<file path="src/rtl/tinker_prog_loader_pkg.sv">
// Shared types and constants for the Tinker program loader.
// The loader state enum plus the memory map values the core also relies on.
package tinker_prog_loader_pkg;

   typedef enum logic [2:0] {
      ST_IDLE,
      ST_LEN,
      ST_DATA,
      ST_DONE,
      ST_ERR
   } loader_state_t;

   localparam logic [63:0] TINKER_RESET_PC  = 64'h2000;
   localparam int unsigned TINKER_MEM_BYTES = 524288;
   localparam logic [31:0] TINKER_MAX_WORDS = 32'd4096;

   // Byte address of doubleword k, counted from an 8-byte aligned base.
   function automatic logic [63:0] dwAddr(input logic [63:0] base, input logic [31:0] k);
      return base + {29'd0, k, 3'b000};
   endfunction

endpackage

</file>
<file path="src/rtl/tinker_prog_loader_if.sv">
// Byte-stream input and memory write port of the program loader.
// The master view belongs to the loader; the slave view to the stream source and memory.
interface tinker_prog_loader_if;
   logic        in_valid;
   logic [7:0]  in_data;
   logic        in_ready;
   logic        mem_wr_en;
   logic [63:0] mem_addr;
   logic [63:0] mem_wr_data;

   modport master (
      input  in_valid, in_data,
      output in_ready, mem_wr_en, mem_addr, mem_wr_data
   );

   modport slave (
      output in_valid, in_data,
      input  in_ready, mem_wr_en, mem_addr, mem_wr_data
   );
endinterface

</file>
<file path="src/rtl/tinker_prog_loader_packer.sv">
// Little-endian byte packer: places bytes at an index into a doubleword and
// emits a registered write when full or when told the current byte is the last.
module tinker_byte_packer (
   input  logic        clk,
   input  logic        reset,
   input  logic        i_clear,
   input  logic        i_valid,
   input  logic [7:0]  i_data,
   input  logic        i_last,
   output logic        o_flush,
   output logic [1:0]  o_flushWords,
   output logic        o_wrEn,
   output logic [63:0] o_wrData
);

   logic [63:0] r_buf;
   logic [2:0]  r_idx;
   logic        r_wrEn;
   logic [63:0] r_wrData;
   logic [63:0] w_merged;

   always_comb begin
      w_merged = r_buf;
      w_merged[{r_idx, 3'b000} +: 8] = i_data;
   end

   assign o_flush      = i_valid & ((r_idx == 3'd7) | i_last);
   assign o_flushWords = (r_idx == 3'd7) ? 2'd2 : 2'd1;

   // Buffer is zeroed after each flush so a short final write is zero padded.
   always_ff @(posedge clk or posedge reset) begin
      if (reset) begin
         r_buf    <= '0;
         r_idx    <= '0;
         r_wrEn   <= 1'b0;
         r_wrData <= '0;
      end else begin
         r_wrEn <= o_flush;
         if (i_clear) begin
            r_buf <= '0;
            r_idx <= '0;
         end else if (i_valid) begin
            if (o_flush) begin
               r_wrData <= w_merged;
               r_buf    <= '0;
               r_idx    <= '0;
            end else begin
               r_buf <= w_merged;
               r_idx <= r_idx + 3'd1;
            end
         end
      end
   end

   assign o_wrEn   = r_wrEn;
   assign o_wrData = r_wrData;

endmodule

</file>
<file path="src/rtl/tinker_prog_loader.sv">
// Program loader: takes a length-prefixed LE byte stream, writes 64-bit words
// from BASE_ADDR upward, and holds the core in reset until the image is in.
module tinker_prog_loader
   import tinker_prog_loader_pkg::*;
#(
   parameter logic [63:0] BASE_ADDR = TINKER_RESET_PC,
   parameter logic [31:0] MAX_WORDS = TINKER_MAX_WORDS
) (
   input  logic                        clk,
   input  logic                        reset,
   input  logic                        i_start,
   tinker_prog_loader_if.master        bus,
   output logic                        o_core_reset,
   output logic                        o_load_done,
   output logic                        o_error,
   output logic [31:0]                 o_words_loaded
);

   loader_state_t r_state, w_nextState;
   logic [1:0]  r_lenIdx;
   logic [23:0] r_len;
   logic [31:0] r_bytesLeft;
   logic        r_final;
   logic [31:0] r_dwCount;
   logic [63:0] r_memAddr;
   logic [31:0] r_wordsLoaded;
   logic        r_coreReset;

   logic        w_inReady;
   logic        w_start;
   logic        w_lenXfer;
   logic        w_dataXfer;
   logic        w_lastByte;
   logic [31:0] w_lenFull;
   logic        w_flush;
   logic [1:0]  w_flushWords;

   assign w_lenXfer  = bus.in_valid & w_inReady & (r_state == ST_LEN);
   assign w_dataXfer = bus.in_valid & w_inReady & (r_state == ST_DATA);
   assign w_lastByte = w_dataXfer & (r_bytesLeft == 32'd1);
   assign w_lenFull  = {bus.in_data, r_len};
   assign w_start    = i_start & ((r_state == ST_IDLE) | (r_state == ST_DONE) | (r_state == ST_ERR));

   always_ff @(posedge clk or posedge reset) begin
      if (reset) r_state <= ST_IDLE;
      else       r_state <= w_nextState;
   end

   // Once the last byte is in, input is closed until the final write retires.
   always_comb begin
      w_nextState = r_state;
      w_inReady   = 1'b0;
      case (r_state)
         ST_IDLE, ST_DONE, ST_ERR: begin
            if (i_start) w_nextState = ST_LEN;
         end
         ST_LEN: begin
            w_inReady = 1'b1;
            if (w_lenXfer && r_lenIdx == 2'd3) begin
               if (w_lenFull == 32'd0)          w_nextState = ST_DONE;
               else if (w_lenFull > MAX_WORDS) w_nextState = ST_ERR;
               else                             w_nextState = ST_DATA;
            end
         end
         ST_DATA: begin
            w_inReady = ~r_final;
            if (r_final) w_nextState = ST_DONE;
         end
         default: w_nextState = ST_IDLE;
      endcase
   end

   tinker_byte_packer u_packer (
      .clk          (clk),
      .reset        (reset),
      .i_clear      (w_start),
      .i_valid      (w_dataXfer),
      .i_data       (bus.in_data),
      .i_last       (w_lastByte),
      .o_flush      (w_flush),
      .o_flushWords (w_flushWords),
      .o_wrEn       (bus.mem_wr_en),
      .o_wrData     (bus.mem_wr_data)
   );

   // Address and word count update on the flush edge so they appear with the strobe.
   always_ff @(posedge clk or posedge reset) begin
      if (reset) begin
         r_lenIdx      <= '0;
         r_len         <= '0;
         r_bytesLeft   <= '0;
         r_final       <= 1'b0;
         r_dwCount     <= '0;
         r_memAddr     <= BASE_ADDR;
         r_wordsLoaded <= '0;
         r_coreReset   <= 1'b1;
      end else begin
         r_coreReset <= (w_nextState != ST_DONE);
         if (w_start) begin
            r_lenIdx      <= '0;
            r_len         <= '0;
            r_final       <= 1'b0;
            r_dwCount     <= '0;
            r_wordsLoaded <= '0;
         end
         if (w_lenXfer) begin
            r_len    <= w_lenFull[31:8];
            r_lenIdx <= r_lenIdx + 2'd1;
            if (r_lenIdx == 2'd3) r_bytesLeft <= {w_lenFull[29:0], 2'b00};
         end
         if (w_dataXfer) begin
            r_bytesLeft <= r_bytesLeft - 32'd1;
            if (w_lastByte) r_final <= 1'b1;
         end
         if (w_flush) begin
            r_memAddr     <= dwAddr(BASE_ADDR, r_dwCount);
            r_dwCount     <= r_dwCount + 32'd1;
            r_wordsLoaded <= r_wordsLoaded + {30'd0, w_flushWords};
         end
      end
   end

   assign bus.in_ready   = w_inReady;
   assign bus.mem_addr   = r_memAddr;
   assign o_core_reset   = r_coreReset;
   assign o_load_done    = (r_state == ST_DONE);
   assign o_error        = (r_state == ST_ERR);
   assign o_words_loaded = r_wordsLoaded;

endmodule

</file>
<file path="src/flat_wrapper.sv">
// flat-port wrapper written by rule: the top's interface ports become plain ports
module tinker_prog_loader_flat import tinker_prog_loader_pkg::*;
#(
   parameter logic [63:0] BASE_ADDR = TINKER_RESET_PC,
   parameter logic [31:0] MAX_WORDS = TINKER_MAX_WORDS
)
  (clk, reset, i_start, o_core_reset, o_load_done, o_error, o_words_loaded, bus_in_valid, bus_in_data, bus_in_ready, bus_mem_wr_en, bus_mem_addr, bus_mem_wr_data);
  tinker_prog_loader_if bus_i ();
  input  logic clk;
  input  logic reset;
  input  logic i_start;
  output logic o_core_reset;
  output logic o_load_done;
  output logic o_error;
  output logic [31:0] o_words_loaded;
  input wire logic [$bits(bus_i.in_valid)-1:0] bus_in_valid;
  input wire logic [$bits(bus_i.in_data)-1:0] bus_in_data;
  output wire logic [$bits(bus_i.in_ready)-1:0] bus_in_ready;
  output wire logic [$bits(bus_i.mem_wr_en)-1:0] bus_mem_wr_en;
  output wire logic [$bits(bus_i.mem_addr)-1:0] bus_mem_addr;
  output wire logic [$bits(bus_i.mem_wr_data)-1:0] bus_mem_wr_data;
  assign bus_i.in_valid = bus_in_valid;
  assign bus_i.in_data = bus_in_data;
  assign bus_in_ready = bus_i.in_ready;
  assign bus_mem_wr_en = bus_i.mem_wr_en;
  assign bus_mem_addr = bus_i.mem_addr;
  assign bus_mem_wr_data = bus_i.mem_wr_data;
  tinker_prog_loader #(.BASE_ADDR(BASE_ADDR), .MAX_WORDS(MAX_WORDS)) u_core (.clk(clk), .reset(reset), .i_start(i_start), .bus(bus_i), .o_core_reset(o_core_reset), .o_load_done(o_load_done), .o_error(o_error), .o_words_loaded(o_words_loaded));
endmodule
</file>
<file path="config.mk">
export PLATFORM = sky130hd
export DESIGN_NAME = tinker_prog_loader_flat
export DESIGN_NICKNAME = d
export VERILOG_FILES = /design/src/rtl/tinker_prog_loader_pkg.sv /design/src/rtl/tinker_prog_loader_if.sv /design/src/rtl/tinker_prog_loader_packer.sv /design/src/rtl/tinker_prog_loader.sv /design/src/flat_wrapper.sv
export SDC_FILE = /design/constraint.sdc
export NUM_CORES = 1
export LEC_CHECK = 0
export ABC_AREA = 1
export CELL_PAD_IN_SITES_DETAIL_PLACEMENT = 1
export CELL_PAD_IN_SITES_GLOBAL_PLACEMENT = 1
export CORE_MARGIN = 2
export CORE_UTILIZATION = 45
export DETAILED_ROUTE_END_ITERATION = 6
export GPL_ROUTABILITY_DRIVEN = 1
export PLACE_DENSITY = 0.9
export SLEW_MARGIN = 20
export SYNTH_ARGS = -nofsm -noshare
export SYNTH_HDL_FRONTEND = slang
export SYNTH_SLANG_ARGS = --single-unit
</file>
<file path="constraint.sdc">
create_clock -name clk -period 16.5 [get_ports clk]
set_input_delay 1.65 -clock clk [delete_from_list [all_inputs] [get_ports clk]]
set_output_delay 1.65 -clock clk [all_outputs]
set_load 0.1 [all_outputs]
</file>
==> results_slide.txt, run 1 <==
Run Summary

Setup path
  • Reg2Reg Launch Point: u_core.u_packer.r_idx[0]
  • Worst-path maximum fanout: 4
  • Crit-path leading delay family: buffers and inverters

Synth
  • Ys Warns: 0
  • Top cells, area: dfrtp_1 46%, nand2_1 18%, nand3_1 7.6%
  • Synthesis area per yosys: ~0.016 sq mm
  • Share of the synthesized area in the top cell type: 45.70%
  • Synth flops: a little under 300
  • Ys cells: 2,177

Power
  • Lkg Pwr: just under 9 nW

GRT
  • Number of global-route vias before repair: 16,250
  • First-pass GRT wire length: around 85 mm
  • Initial antenna violation count: 0

STA
  • Period utilization: roughly 26%
  • Fmax: roughly 0.24 GHz
  • Max_slew headroom: roughly a quarter
  • Final Hold Viols: 0

Drt
  • Detailed-route wire length: approximately 53 mm

Clock network
  • TritonCTS clock tree: yes
  • Number of buffers created by CTS: 34
  • # clock sinks: 292
  • Post-CTS Setup Bufs: 0

Placed design
  • Post-Place Cells: between 2,000 and 3,000

Floorplan
  • Chip area: 0.03680 sq mm

Run status
  • Status: completed
[run 1: worst reg2reg max path, stage by stage (launching register included)]
cell     delay (ns)
dfrtp_1        0.44
ha_1           0.26
ha_1           0.35
o21ai_4        0.22
buf_4          0.64
buf_4          0.93
o21ai_0        0.31
[run 1: final cells by class]
cell class	count	share of cell area, %
Timing Repair Buffer	153	8.325
Tap cell	455	3.070
Sequential cell	292	39.41
Clock buffer	50	5.458
Multi-Input combinational cell	1639	39.59
Clock inverter	10	0.9108
Inverter	157	3.232
[run 1: flip-flops by register name, summed over array words and instances (netlist names)]
| register | count |
|---|---|
| u_core.r_final | 1 |
| u_core.o_core_reset | 1 |
| u_core.r_bytesLeft | 32 |
| u_core.r_lenIdx | 2 |
| u_core.u_packer.o_wrEn | 1 |
| u_core.bus.mem_addr | 33 |
| u_core.o_words_loaded | 32 |
| u_core.r_dwCount | 32 |
| u_core.u_packer.r_buf | 64 |
| u_core.u_packer.o_wrData | 64 |
| u_core.u_packer.r_idx | 3 |
| u_core.r_len | 24 |
| u_core.r_state | 3 |
[run 1: layout by cell type, fill, tap and decap left out, drive strengths merged, types with 4 or more instances in the layout]
cell | netlist | layout
a21oi | 40 | 40
buf | 91 | 8
bufinv | 0 | 4
clkbuf | 28 | 50
clkdlybuf4s50 | 0 | 145
clkinv | 9 | 13
conb | 1 | 31
dfrtp | 290 | 290
ha | 11 | 11
inv | 148 | 150
nand2 | 760 | 760
nand3 | 241 | 241
nand3b | 20 | 20
nand4 | 15 | 15
nor2 | 273 | 273
nor3 | 5 | 5
o211ai | 4 | 4
o21ai | 154 | 154
o22ai | 25 | 25
or2 | 16 | 16
xnor2 | 15 | 15
xor2 | 20 | 20
[run 1: logic make-up after synthesis]
| family | synth area share (%) |
|---|---|
| flops | 46.03 |
| xor+xnor | 1.931 |
| other cells | 0.02362 |
| buf+inv | 8.573 |
| compound gates | 7.722 |
| fa+ha+maj | 0.9928 |
| simple gates | 34.73 |
[run 1: per-layer routing]
metal	track usage, %	share of wire [%]	vias up
met2	49.63	50	464
met4	10.21	3.2	0
met5	0	0	-
met1	36.53	42	7839
met3	4.824	5.2	133
li1	-	-	7091
[run 1: worst max-delay path by stage]
| stage | start | endpoint | slack, ns | depth (start not counted) |
|---|---|---|---|---|
| 2_1_floorplan | reset | u_core.bus.mem_addr[10] | 6.79 | 1 |
| 3_3_place_gp | bus_in_valid | u_core.u_packer.o_wrData[25] | 11.98 | 8 |
| 3_5_place_dp | bus_in_valid | u_core.u_packer.o_wrData[12] | 11.80 | 8 |
| 4_1_cts | u_core.r_state[2] | bus_in_ready | 12.25 | 4 |
| 5_1_grt | bus_in_valid | u_core.u_packer.o_wrData[12] | 12.08 | 8 |
| 6_report | u_core.r_state[2] | bus_in_ready | 12.26 | 4 |
[run 1: power groups by stage]
stage / Combinational (mW) / Clock (mW) / Sequential [mW]
2_1_floorplan: 0.529 / 0 / 0.899
3_3_place_gp: 0.670 / 0 / 0.918
3_5_place_dp: 0.700 / 0 / 0.928
4_1_cts: 0.723 / 0.819 / 0.920
5_1_grt: 0.814 / 0.848 / 0.935
6_report: 0.734 / 0.809 / 0.923
run_1/met1.png
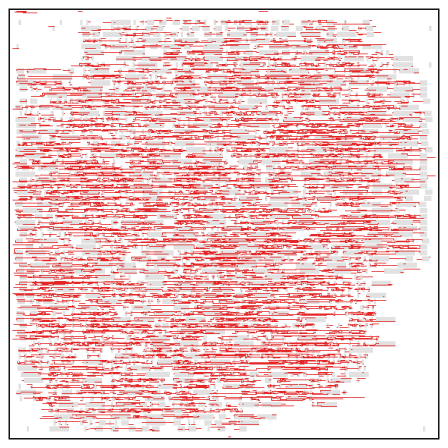
main direction: horizontal
nets with wire on the layer: 2,109
share of all routed wire: 42%
wire length on this layer: 22.1 mm

run_1/met2.png
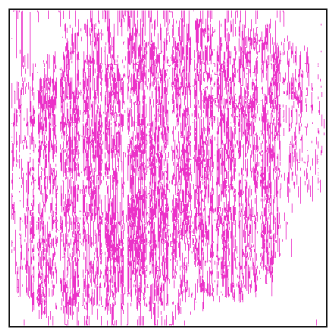
nets with wire on the layer: 2,064
longest straight run: 63.2 um
wire length on this layer: 26.3 mm
main direction: vertical

run_1/met3.png
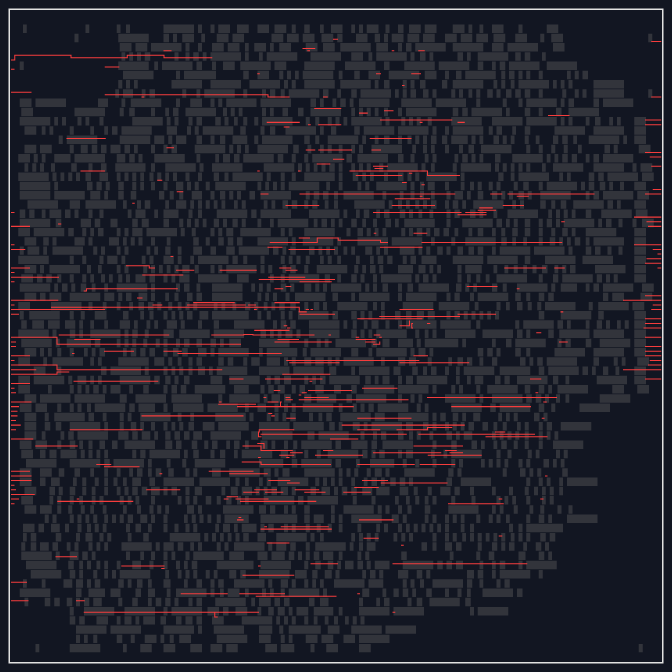
share of all routed wire: 5.2%
main direction: horizontal
nets with wire on the layer: 205

==> run 2, diff against run 1 <==
CORE_UTILIZATION = 38   (was 45)
PLACE_DENSITY = 0.82   (was 0.9)
clock period = 3.6 ns   (was 16.5 ns; I/O delays follow)
run_2/met1.png
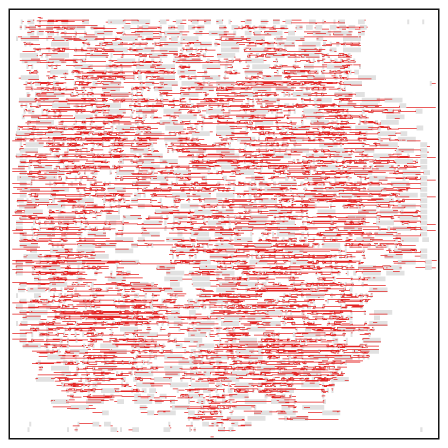
main direction: horizontal
share of all routed wire: 44%
nets with wire on the layer: 2,141

run_2/met4.png
Scale bar: 50 um.
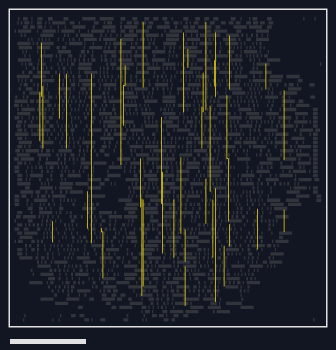
longest straight run: 112 um
wire length on this layer: 1,630 um

==> results_slide.txt, run 2 <==
Run Summary

Run status
  • Status: completed

Finish
  • Fill cell count: a little over 5,000
  • Most numerous logic cells after layout: 751 x nand2_1, 290 x dfrtp_1, 268 x nor2_1
  • Top cell excl fill/tap: nand2_1

Floorplan
  • Chip area: around 0.043 sq mm

Clock network
  • # clock sinks: between 200 and 300
  • Number of buffers created by CTS: 36
  • Maximum buffer depth of the clock tree: 3
  • Latency at later pin: roughly 0.55 ns
  • Post-CTS Setup Bufs: 0
  • TritonCTS clock tree: yes
  • Root buf cell: clkbuf_16

Synth
  • Synthesis area per yosys: roughly 0.016 sq mm
  • Top cells, area: dfrtp_1 46%, nand2_1 18%, nand3_1 7.6%
  • Cells after Synth: 2,177
  • Share of the synthesized area in the top cell type: between 40% and 50%
  • Synth flops: ~290
  • Ys Warns: 0
  • Ys cells: between 2,000 and 2,500

Min path
  • Hold Path Class: in2async

Setup path
  • Reg2Reg Launch Point: u_core.u_packer.r_idx[0]
  • CP startpoint: u_core.u_packer.r_idx[0]
  • Worst-path maximum fanout: 16
  • Startpoint types: flop

Drt
  • Detailed-route wire length: around 51 mm

GRT
  • Grt ovf: 0
  • Number of global-route vias before repair: approximately 16,000
  • Total GRT Usage: between 20% and 30%
  • Initial antenna violation count: 0
  • First-pass GRT wire length: about 83 mm

Placed design
  • Post-Place Cells: around 2,800
  • Routability Congestion: 0.9007
  • Post-DP HPWL: ~36 mm
  • Quantity of I/O buffers inserted on ports: ~150

STA
  • Final Critical Period: approximately 2.8 ns
  • Period utilization: between 70% and 80%
  • Fmax: roughly 0.35 GHz
  • Final Setup Violations: 0
  • Final Hold Viols: 0
  • Max_slew headroom: between 20 and 30%

Power
  • Int Power: around 6.9 mW
  • Lkg Pwr: ~8.9 nW
  • Clk pwr share: about a third
run_2/met3.png
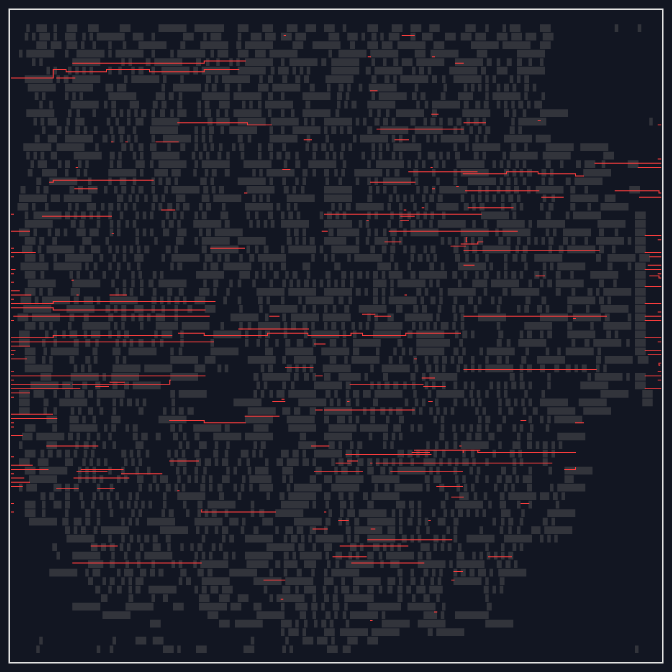
main direction: horizontal
longest straight run: 64.6 um
wire length on this layer: 2,140 um
share of all routed wire: 4.2%

[run 2: netlist changes by cell type in the layout (fill, tap and decap cells not counted), moves of 2 or more]
cell | before | now
clkbuf_16 | 35 | 37
buf_4 | 6 | 17
inv_6 | 1 | 3
buf_12 | 1 | 9
clkinvlp_4 | 0 | 3
clkbuf_8 | 8 | 6
[run 2: worst paths after layout]
path,depth (start not counted),to,slack [ns]
worst max register to register,11,u_core.u_packer.r_buf[34],0.76
worst max-delay path,11,u_core.u_packer.r_buf[34],0.76
worst min-delay path,2,u_core.o_words_loaded[7],0.32
worst min register to register,1,u_core.r_lenIdx[0],0.47
max in group asynchronous,3,u_core.bus.mem_addr[26],2.26
min in group clk,1,u_core.r_lenIdx[0],0.47
[run 2: area by class of cell]
cell class | count | area [sq um] | share of cell area (%)
Multi-Input combinational cell | 1639 | 7326 | 38.89
Clock inverter | 13 | 156.4 | 0.8303
Clock buffer | 50 | 1035 | 5.493
Tap cell | 532 | 665.6 | 3.534
Sequential cell | 292 | 7310 | 38.80
Inverter | 157 | 595.6 | 3.162
Timing Repair Buffer | 170 | 1749 | 9.286
[run 2: critical path, stage by stage (launching register included)]
cell	delay [ns]
dfrtp_1	0.41
inv_1	0.15
ha_1	0.23
ha_1	0.41
inv_1	0.11
nor2_1	0.10
nand3_1	0.42
o21ai_0	0.60
nand2_1	0.11
inv_1	0.07
nand3_1	0.07
nand2_1	0.09
[run 2: per-layer routing]
metal / vias up / part of all wire [%] / track usage, % / wire length, um
li1: 7119 / - / - / -
met1: 7388 / 44 / 29.76 / 22220
met2: 259 / 49 / 40.43 / 24920
met3: 91 / 4.2 / 3.789 / 2135
met4: 0 / 3.2 / 8.956 / 1631
met5: - / 0 / 0 / 0
[run 2: kinds of logic (layout without fill, tap and decap cells)]
family,count (synthesis),in the layout,synth area share [%]
flip-flops,292,292,46.03
AND/OR/NAND/NOR,1331,1331,34.73
XOR/XNOR,35,35,1.931
buffers and inverters,276,390,8.573
other,1,31,0.02362
adder cells (fa/ha/maj),12,12,0.9928
AND-OR/OR-AND,230,230,7.722
[run 2: stage by stage]
step / total power, mW / TNS (ns) / setup slack, ns / area (sq um)
6_report: 11.14 / 0 / 0.7599 / 18840
3_5_place_dp: 7.465 / 0 / 0.7785 / 17650
3_3_place_gp: 7.285 / 0 / 0.8840 / 17650
4_1_cts: 11.24 / 0 / 0.7576 / 18840
2_1_floorplan: 6.549 / -183.72 / -0.6335 / 16000
5_1_grt: 11.85 / 0 / 0.4850 / 18840
[run 2: power groups by stage]
stage          clock network [mW]  logic (mW)  registers, mW
2_1_floorplan                   0        2.43           4.12
3_3_place_gp                    0        3.10           4.19
3_5_place_dp                    0        3.24           4.23
4_1_cts                      3.79        3.27           4.18
5_1_grt                      3.93        3.67           4.25
6_report                     3.70        3.25           4.19
==> run 3, diff against run 2 <==
clock period = 2.42 ns   (was 3.6 ns; I/O delays follow)
run_3/met3.png
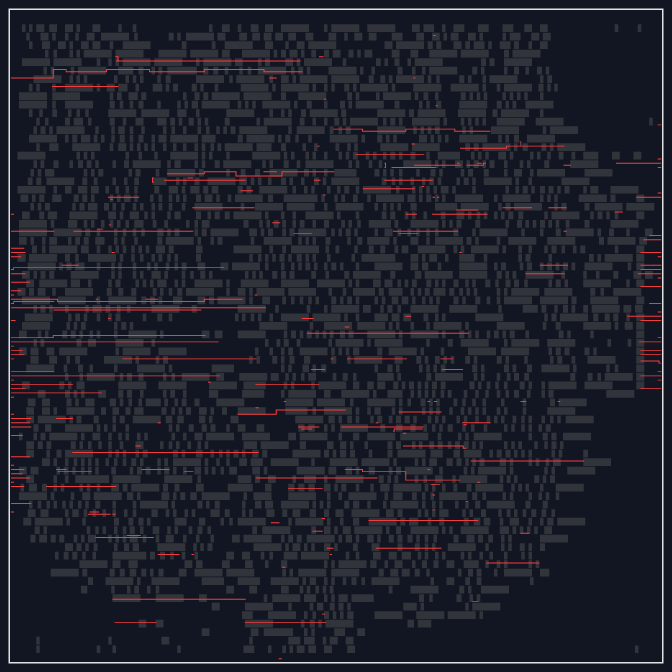
main direction: horizontal
wire length on this layer: 2,160 um
longest straight run: 81.2 um
share of all routed wire: 4.2%
nets with wire on the layer: 140

run_3/met4.png
Scale bar: 50 um.
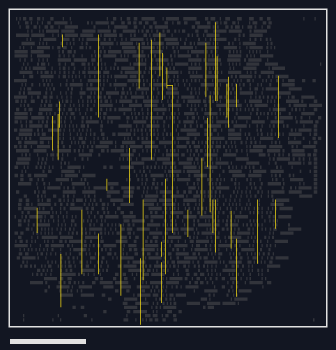
wire length on this layer: 1,390 um
longest straight run: 97.2 um
main direction: vertical
share of all routed wire: 2.7%

==> results_slide.txt, run 3 <==
Run Summary

STA
  • Final Critical Period: about 2.3 ns
  • Period utilization: 96.24%

Placed design
  • Post-Place Cells: approximately 2,800
  • Quantity of I/O buffers inserted on ports: around 150
  • Placed inst area: 0.01764 sq mm

Clock network
  • TritonCTS clock tree: yes
  • Maximum buffer depth of the clock tree: 3
  • Number of buffers created by CTS: 36

Synth
  • Compound Share, Synth: 7.722%
  • Xor-xnor portion of the synthesized cell area: a little under 2%
  • Cells after Synth: around 2,200
  • Adder share: less than 1%
  • Top comb family, area: simple AND/OR/NAND/NOR gates
  • Ys Warns: 0

Floorplan
  • Chip area: approximately 0.043 sq mm

GRT
  • First-pass GRT wire length: about 85 mm
  • Total GRT Usage: between 20% and 30%
  • Grt ovf: 0
  • Initial antenna violation count: 0

Run status
  • Status: completed

Power
  • Lkg Pwr: 9.415 nW

Setup path
  • Startpoint types: flop
run_3/met2.png
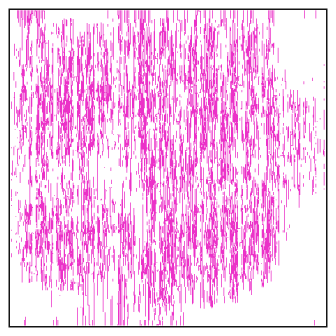
nets with wire on the layer: 2,052
wire length on this layer: 25.4 mm
share of all routed wire: 49%
main direction: vertical

-- run 3: cell counts after synthesis --
No cell type changed its count.
-- run 3: where the power goes --
part	internal [mW]	total, mW	switching, mW	leakage (nW)
combinational	1.43	5.03	3.60	4.79
sequential	5.66	6.24	0.582	4.00
clock	3.55	5.79	2.23	0.622
-- run 3: repair_timing --
item | 4_1_cts | 5_1_grt
setup endpoints to repair | 16 | 57
pin swaps | 0 | 1
resized | 3 | 17
hold endpoints to repair | 4 | 0
buffers inserted | 0 | 1
hold buffers | 1 | 0
cloned | 0 | 0
-- run 3: critical path: stages, from the launching register on --
cell and delay (ns):
dfrtp_1 0.36, ha_1 0.17, ha_2 0.22, inv_1 0.07, ha_1 0.22, fa_2 0.37, buf_4 0.16, nand2_1 0.11
nor2_1 0.11, or2_2 0.28, nand3_1 0.10, nand2_1 0.06
-- run 3: cells by family (layout without fill, tap and decap cells) --
kind of cell	Yosys count	in the layout
buffers and inverters	276	431
adders and majority gates	12	12
xor gates and xnor gates	35	35
DFF	292	292
and+or+nand+nor	1331	1331
other	1	31
AOI/OAI and AO/OA	230	230
-- run 3: per-layer routing --
layer	share of wire (%)	wire length (um)
met5	0	0
met4	2.7	1390
met3	4.2	2157
met2	49	25420
met1	44	22790
-- run 3: area by class of cell --
class | instances | share of cell area (%)
Clock inverter | 12 | 0.9558
Clock buffer | 53 | 5.728
Inverter | 157 | 3.138
Multi-Input combinational cell | 1639 | 38.88
Tap cell | 532 | 3.507
Sequential cell | 292 | 38.51
Timing Repair Buffer | 209 | 9.281
-- run 3: path summary, 6_finish.rpt --
kind	to	slack [ns]	cells after the start
hold reg to reg	u_core.u_packer.o_wrData[4]	0.48	2
hold / removal	u_core.u_packer.o_wrData[24]	0.48	3
max in group asynchronous	u_core.u_packer.o_wrData[25]	0.97	5
setup / recovery	u_core.o_words_loaded[14]	0.09	11
setup reg to reg	u_core.o_words_loaded[14]	0.09	11
min in group asynchronous	u_core.r_final	0.55	3
-- run 3: stage by stage --
step                hold WS, ns  setup WS [ns]  setup TNS [ns]
finish                   0.4753        0.09111               0
global route             0.5035      -0.008435        -0.02539
CTS                      0.4694       0.005522               0
detailed placement       0.4655       -0.05834         -0.1928
global placement         0.4612        0.06616               0
floorplan                0.4284         -1.696         -493.22
Power is estimated from default activity; no workload was simulated.
